<file path="config.mk">
export PLATFORM = sky130hd
export DESIGN_NAME = alu_share_arbiter
export DESIGN_NICKNAME = d
export VERILOG_FILES = /design/src/rtl/alu_pkg.sv /design/src/rtl/alu.sv /design/src/rtl/alu_share_arbiter.sv
export SDC_FILE = /design/constraint.sdc
export NUM_CORES = 1
export LEC_CHECK = 0
export ABC_AREA = 1
export ABC_CLOCK_PERIOD_IN_PS = 4500
export CORE_MARGIN = 4
export CORE_UTILIZATION = 30
export CTS_CLUSTER_SIZE = 8
export DETAILED_ROUTE_END_ITERATION = 12
export SYNTH_ARGS = -nofsm -noshare
export SYNTH_HDL_FRONTEND = slang
export SYNTH_HIERARCHICAL = 1
export SYNTH_SLANG_ARGS = --single-unit
</file>
<file path="constraint.sdc">
create_clock -name clk -period 4.5 [get_ports clk]
set_input_delay 1.35 -clock clk [delete_from_list [all_inputs] [get_ports clk]]
set_output_delay 1.35 -clock clk [all_outputs]
set_load 0.02 [all_outputs]
</file>
<file path="src/rtl/alu_pkg.sv">
// rtl/alu_pkg.sv - shared types for the shared-ALU arbiter
package alu_pkg;

  // ALU select codes; any unlisted code falls back to add
  typedef enum logic [3:0] {
    ALU_ADD = 4'b0000,
    ALU_SUB = 4'b0001,
    ALU_SLL = 4'b0010,
    ALU_XOR = 4'b0101,
    ALU_SRL = 4'b0110,
    ALU_OR  = 4'b1000,
    ALU_AND = 4'b1001
  } alu_op_e;

  localparam alu_op_e ALU_DEFAULT_OP = ALU_ADD;

  typedef enum logic [1:0] {
    IDLE,
    EXEC,
    RESP
  } arb_state_e;

endpackage

</file>
<file path="src/rtl/alu.sv">
// rtl/alu.sv - combinational ALU shared by the arbiter's requesters
module alu
  import alu_pkg::*;
#(
  parameter int DATA_W = 32
) (
  input  logic [DATA_W-1:0] operand_a,
  input  logic [DATA_W-1:0] operand_b,
  input  logic [3:0]        select_op,
  output logic [DATA_W-1:0] result_out
);

  // Shift amounts are the whole of operand B, so anything >= DATA_W clears the result
  localparam logic [DATA_W-1:0] SHIFT_LIMIT = DATA_W'(DATA_W);

  logic shift_oob;
  assign shift_oob = (operand_b >= SHIFT_LIMIT);

  // Operation decode; unknown selects compute add with no error indication
  always_comb begin
    result_out = operand_a + operand_b;
    case (select_op)
      ALU_SUB: result_out = operand_a - operand_b;
      ALU_SLL: result_out = shift_oob ? '0 : (operand_a << operand_b);
      ALU_XOR: result_out = operand_a ^ operand_b;
      ALU_SRL: result_out = shift_oob ? '0 : (operand_a >> operand_b);
      ALU_OR:  result_out = operand_a | operand_b;
      ALU_AND: result_out = operand_a & operand_b;
      default: result_out = operand_a + operand_b;
    endcase
  end

endmodule

</file>
<file path="src/rtl/alu_share_arbiter.sv">
// rtl/alu_share_arbiter.sv - round-robin sharing of one ALU between NUM_REQ requesters
module alu_share_arbiter
  import alu_pkg::*;
#(
  parameter int NUM_REQ = 2,
  parameter int DATA_W  = 32,
  parameter int ID_W    = (NUM_REQ > 1) ? $clog2(NUM_REQ) : 1
) (
  input  logic                      clk,
  input  logic                      rst,
  input  logic [NUM_REQ-1:0]        req_valid,
  output logic [NUM_REQ-1:0]        req_ready,
  input  logic [NUM_REQ*DATA_W-1:0] req_op_a,
  input  logic [NUM_REQ*DATA_W-1:0] req_op_b,
  input  logic [NUM_REQ*4-1:0]      req_sel,
  output logic                      rsp_valid,
  input  logic                      rsp_ready,
  output logic [DATA_W-1:0]         rsp_data,
  output logic [ID_W-1:0]           rsp_id,
  output logic                      busy
);

  // Lowest index above ptr wins; otherwise wrap to the lowest valid index at or below ptr.
  // Result is {found, index}.
  function automatic logic [ID_W:0] rr_pick(input logic [NUM_REQ-1:0] valid,
                                            input logic [ID_W-1:0]    ptr);
    logic            hi_found;
    logic            lo_found;
    logic [ID_W-1:0] hi_win;
    logic [ID_W-1:0] lo_win;
    hi_found = 1'b0;
    lo_found = 1'b0;
    hi_win   = '0;
    lo_win   = '0;
    for (int i = NUM_REQ - 1; i >= 0; i--) begin
      if (valid[i]) begin
        if (ID_W'(i) > ptr) begin
          hi_found = 1'b1;
          hi_win   = ID_W'(i);
        end else begin
          lo_found = 1'b1;
          lo_win   = ID_W'(i);
        end
      end
    end
    if (hi_found) return {1'b1, hi_win};
    return {lo_found, lo_win};
  endfunction

  arb_state_e        state_q;
  logic [ID_W-1:0]   rr_ptr_q;
  logic [DATA_W-1:0] op_a_q;
  logic [DATA_W-1:0] op_b_q;
  logic [3:0]        sel_q;
  logic [ID_W-1:0]   id_q;
  logic [DATA_W-1:0] rsp_data_q;
  logic              rsp_valid_q;
  logic              busy_q;

  logic              pick_found;
  logic [ID_W-1:0]   pick_idx;
  logic              grant;
  logic [DATA_W-1:0] gnt_op_a;
  logic [DATA_W-1:0] gnt_op_b;
  logic [3:0]        gnt_sel;
  logic [DATA_W-1:0] alu_result;

  assign {pick_found, pick_idx} = rr_pick(req_valid, rr_ptr_q);
  assign grant = !rst && (state_q == IDLE) && pick_found;

  // One-hot accept toward the winner, only while idle and out of reset
  always_comb begin
    req_ready = '0;
    for (int i = 0; i < NUM_REQ; i++) begin
      if (grant && (pick_idx == ID_W'(i))) req_ready[i] = 1'b1;
    end
  end

  // Select the winning requester's operands for latching
  always_comb begin
    gnt_op_a = '0;
    gnt_op_b = '0;
    gnt_sel  = '0;
    for (int i = 0; i < NUM_REQ; i++) begin
      if (pick_idx == ID_W'(i)) begin
        gnt_op_a = req_op_a[i*DATA_W +: DATA_W];
        gnt_op_b = req_op_b[i*DATA_W +: DATA_W];
        gnt_sel  = req_sel[i*4 +: 4];
      end
    end
  end

  alu #(
    .DATA_W(DATA_W)
  ) u_alu (
    .operand_a (op_a_q),
    .operand_b (op_b_q),
    .select_op (sel_q),
    .result_out(alu_result)
  );

  // IDLE -> EXEC -> RESP -> IDLE; reset discards any in-flight operation
  always_ff @(posedge clk) begin
    if (rst) begin
      state_q     <= IDLE;
      rr_ptr_q    <= ID_W'(NUM_REQ - 1);
      op_a_q      <= '0;
      op_b_q      <= '0;
      sel_q       <= ALU_DEFAULT_OP;
      id_q        <= '0;
      rsp_data_q  <= '0;
      rsp_valid_q <= 1'b0;
      busy_q      <= 1'b0;
    end else begin
      case (state_q)
        IDLE: begin
          if (grant) begin
            op_a_q   <= gnt_op_a;
            op_b_q   <= gnt_op_b;
            sel_q    <= gnt_sel;
            id_q     <= pick_idx;
            rr_ptr_q <= pick_idx;
            busy_q   <= 1'b1;
            state_q  <= EXEC;
          end
        end
        EXEC: begin
          rsp_data_q  <= alu_result;
          rsp_valid_q <= 1'b1;
          state_q     <= RESP;
        end
        RESP: begin
          if (rsp_ready) begin
            rsp_valid_q <= 1'b0;
            busy_q      <= 1'b0;
            state_q     <= IDLE;
          end
        end
        default: begin
          rsp_valid_q <= 1'b0;
          busy_q      <= 1'b0;
          state_q     <= IDLE;
        end
      endcase
    end
  end

  assign rsp_valid = rsp_valid_q;
  assign rsp_data  = rsp_data_q;
  assign rsp_id    = id_q;
  assign busy      = busy_q;

endmodule

</file>
==> reports/README.md <==
| Result | Value |
|---|---|
| Area enclosed by the die boundary | 47120 µm² |
| Overall power of the completed layout | 4.429 mW |
| Synthesized cell area | 13110 µm² |
| Yosys warning count | 6 |
| CP max stage cell | sky130_fd_sc_hd__clkdlybuf4s50_1 |
| Most area-hungry cell type in the Yosys netlist | sky130_fd_sc_hd__nand2_1 |
| Number of cells traversed by the worst register-to-register path | 20 |
| Met3 routed wirelength | 4.107 mm |
| Worst setup startpoint | req_valid[0] |
| Async S/R FF share, synth | 0% |
| Yosys xor share | 3.206% |
| Arrival time reported for the critical path endpoint | 2790 ps |
| Invs w/o clock | 171 |
| Clock transition at the registers of the reported paths | 70 ps |
| Number of DRC violations after detailed-routing iteration 0 | 1521 |
| Bufs and invs on worst path | 3 |
| Global-route layer with the greatest usage | met2 |
| Yosys cell count | 2322 |
| Highest Clock Rate | 241.4 MHz |
| Crit path capture | req_ready[1] |
| Max FO, Critical Path | 3 |
| Minimum setup slack after placement | 360.0 ps |
| Flip-flop and latch power | 1.14 mW |
| Total net switching power | 2.122 mW |
| CP Launch Type | input pin |
| Register area share after synthesis | 16.18% |
| Hold-fix buffers, CTS | 0 |
| RSZ-0062 raised after global routing | false |
| Iteration tally of the first detailed-router pass | 10 |
| Storage element area | 2125 µm² |
| Path type of the worst min-delay path | flop to flop |
| Worst path top cell family by delay | buffers and inverters |
| Logic area | 9746 µm² |
| Most frequent cells in the layout | sky130_fd_sc_hd__nand2_1 (833), sky130_fd_sc_hd__nand3_1 (270), sky130_fd_sc_hd__nor2_1 (196) |
| Vias per cell | 5.392 |
| Gate power share | 55.3% |
| TritonCTS Buffers | 9 |
| Adder share | 9.313% |
| Diodes inserted | 0 |
| Total cell area reported by yosys after synthesis | 13110 µm² |
| Power per Cell Area | 283.3 nW/µm² |
| Combinational gate count | 1914 |
| # resized after CTS | 0 |
| Share of the clock period used by the worst path | 92.07% |
| Outcome | complete, no violations |
| Buffer count from post-CTS setup fixing | 0 |
| Portion of total power attributed to the clock network | 19.0% |
| Comb group | 2.45 mW |
| Clock buffer and inverter area fraction after layout | 1.993% |
| Met1 capacity usage during global routing | 32.38% |
| I/O Buffers | 177 |
| Global-route wire length before repair | 95.27 mm |
| Fin worst setup slack | 356.9 ps |
| Unique masters post-synth | 56 |
| Leading cell category by total area | multi-input combinational cells |
| Clock group | 0.843 mW |
| Critical Path, Cell by Cell | clkdlybuf4s50_1 > nor2_2 > nor2_4 > nand2_2 > inv_2 > clkdlybuf4s50_1 |
| Worst skew pair latency | 370 ps |
| Area growth syn-to-layout | 19.23% |
| I/O pins | 178 |
| Tool Warnings | 59 |
| Uppermost routed layer | met5 |
| Leading post-synthesis cells by instance count | sky130_fd_sc_hd__nand2_1 (833), sky130_fd_sc_hd__nand3_1 (270), sky130_fd_sc_hd__nor2_1 (196), sky130_fd_sc_hd__inv_1 (155), sky130_fd_sc_hd__a21oi_1 (127) |
| Clock buffers | 9 |
| Max_slew headroom | 32.38% |
| Worst clock skew | 9.595 ps |
| Level count of the clock H-tree | 3 |
| Largest net degree at the start of global routing | 95 |
| Complex Gates by Area | 15.51% |
| CTS tree | yes |
| Total of plain and repair buffers excluding clock buffers | 219 |
| Aggregate negative setup slack | 0 ps |
| Worst reg2reg path endpoint | rsp_data[28]$_SDFFE_PP0P_ |
| Required time of the worst setup path | 3150 ps |
| Number of nets in the final layout | 2659 |
| Largest stage delay, worst path | 590 ps |
| Slew of the pin with the lowest slew margin | 1014 ps |
| Number of logic stages on the critical path including buffering | 6 |
| Highest-count logic cell in the final layout | sky130_fd_sc_hd__nand2_1 |
| Sequential cell fraction of total power | 25.6% |
| Placer Congestion | 1.071 |
| Floorplan Utilization | 30.37% |
| Most frequent cell after synthesis | sky130_fd_sc_hd__nand2_1 |
| Standby leakage power | 7.470 nW |
| Pint | 2.307 mW |
| Final setup violating endpoints | 0 |
| Biggest combinational cell group after synthesis | simple AND/OR/NAND/NOR gates |
| Setup slack, reg-to-reg | 590 ps |
| Maximum root-to-sink buffer count | 2 |
| Non-clk buf share | 13.29% |
| Category of the critical setup timing path | input pin to output pin |
| M1 WL | 25.83 mm |
| Fill cell total of the finished layout | 4864 |
| Clock sink total | 106 |
| Seq Cell Count | 106 |
| Simple-gate area share of the yosys netlist | 46.12% |
-- worst min-delay path by stage --
stage	start	end	cells past startpoint
after CTS	busy$_SDFFE_PP0P_	busy$_SDFFE_PP0P_	2
after detailed placement	busy$_SDFFE_PP0P_	busy$_SDFFE_PP0P_	2
after global placement	busy$_SDFFE_PP0P_	busy$_SDFFE_PP0P_	2
after floorplan	rr_ptr_q$_SDFFE_PP1P_	rr_ptr_q$_SDFFE_PP1P_	2
final	busy$_SDFFE_PP0P_	busy$_SDFFE_PP0P_	2
after global routing	busy$_SDFFE_PP0P_	busy$_SDFFE_PP0P_	2
-- per-stage QoR --
step	area, µm²	hold slack, ps	cells
after detailed placement	15320	454.8	2995
after floorplan	13110	448.6	2322
after CTS	15630	467.0	3010
after global placement	15320	443.7	2995
final	15630	462.4	3010
after global routing	15630	509.4	3010
Signal wires on met2:
Scale bar: 50 µm.
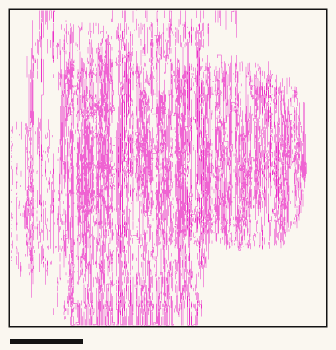
nets with wire on the layer = 2090
share of all routed wire = 47%
main direction = vertical
met2 capacity usage during global routing: 43.49%
routed via count: 16231
detailed-route wire length: 63.18 mm

Power grid:
Scale bar: 50 µm. Pins as bars on the die edge.
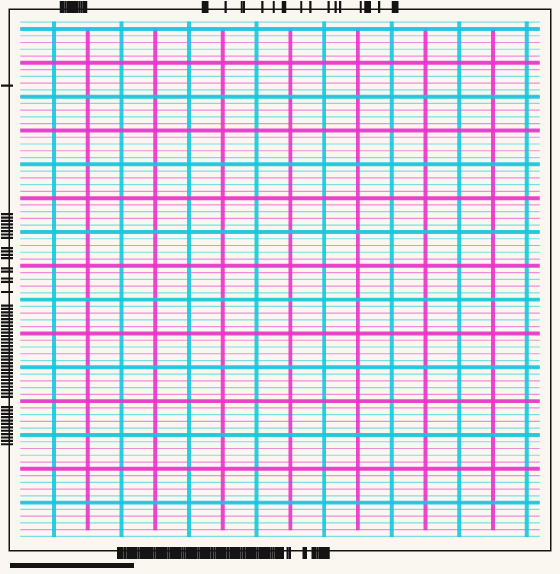
VDD -> magenta
VSS -> cyan
met4 straps = 15
signal pins = 178
horizontal extent of the die: 217.1 µm
Max VDD drop: 0.2138 mV
Core Region: 43170 µm²
DIE HEIGHT: 217.1 µm

The metal 3 layer:
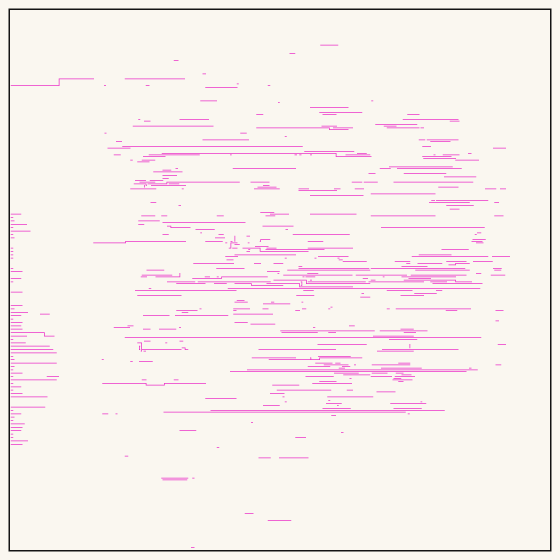
main direction = horizontal
share of all routed wire = 6.5%
fraction of met3 tracks used by global routing: 3.896%

Routed metal, one color a layer:
Scale bar: 50 µm. Two of the layers only.
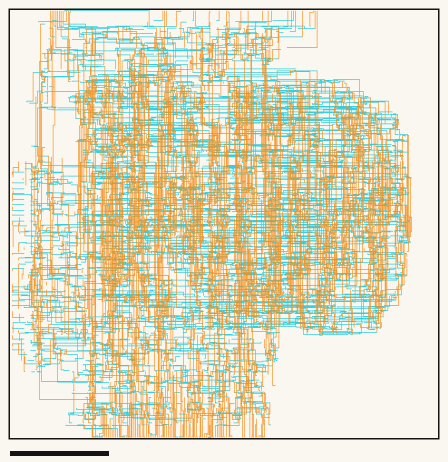
metal 2 -> orange  # wire length 29.5 mm
metal 1 -> cyan  # wire length 25.8 mm
WL/cell: 20.99 µm
overall routing resource usage: 26.04%

Power figures rest on the tool's default switching activity, not on a simulated workload.
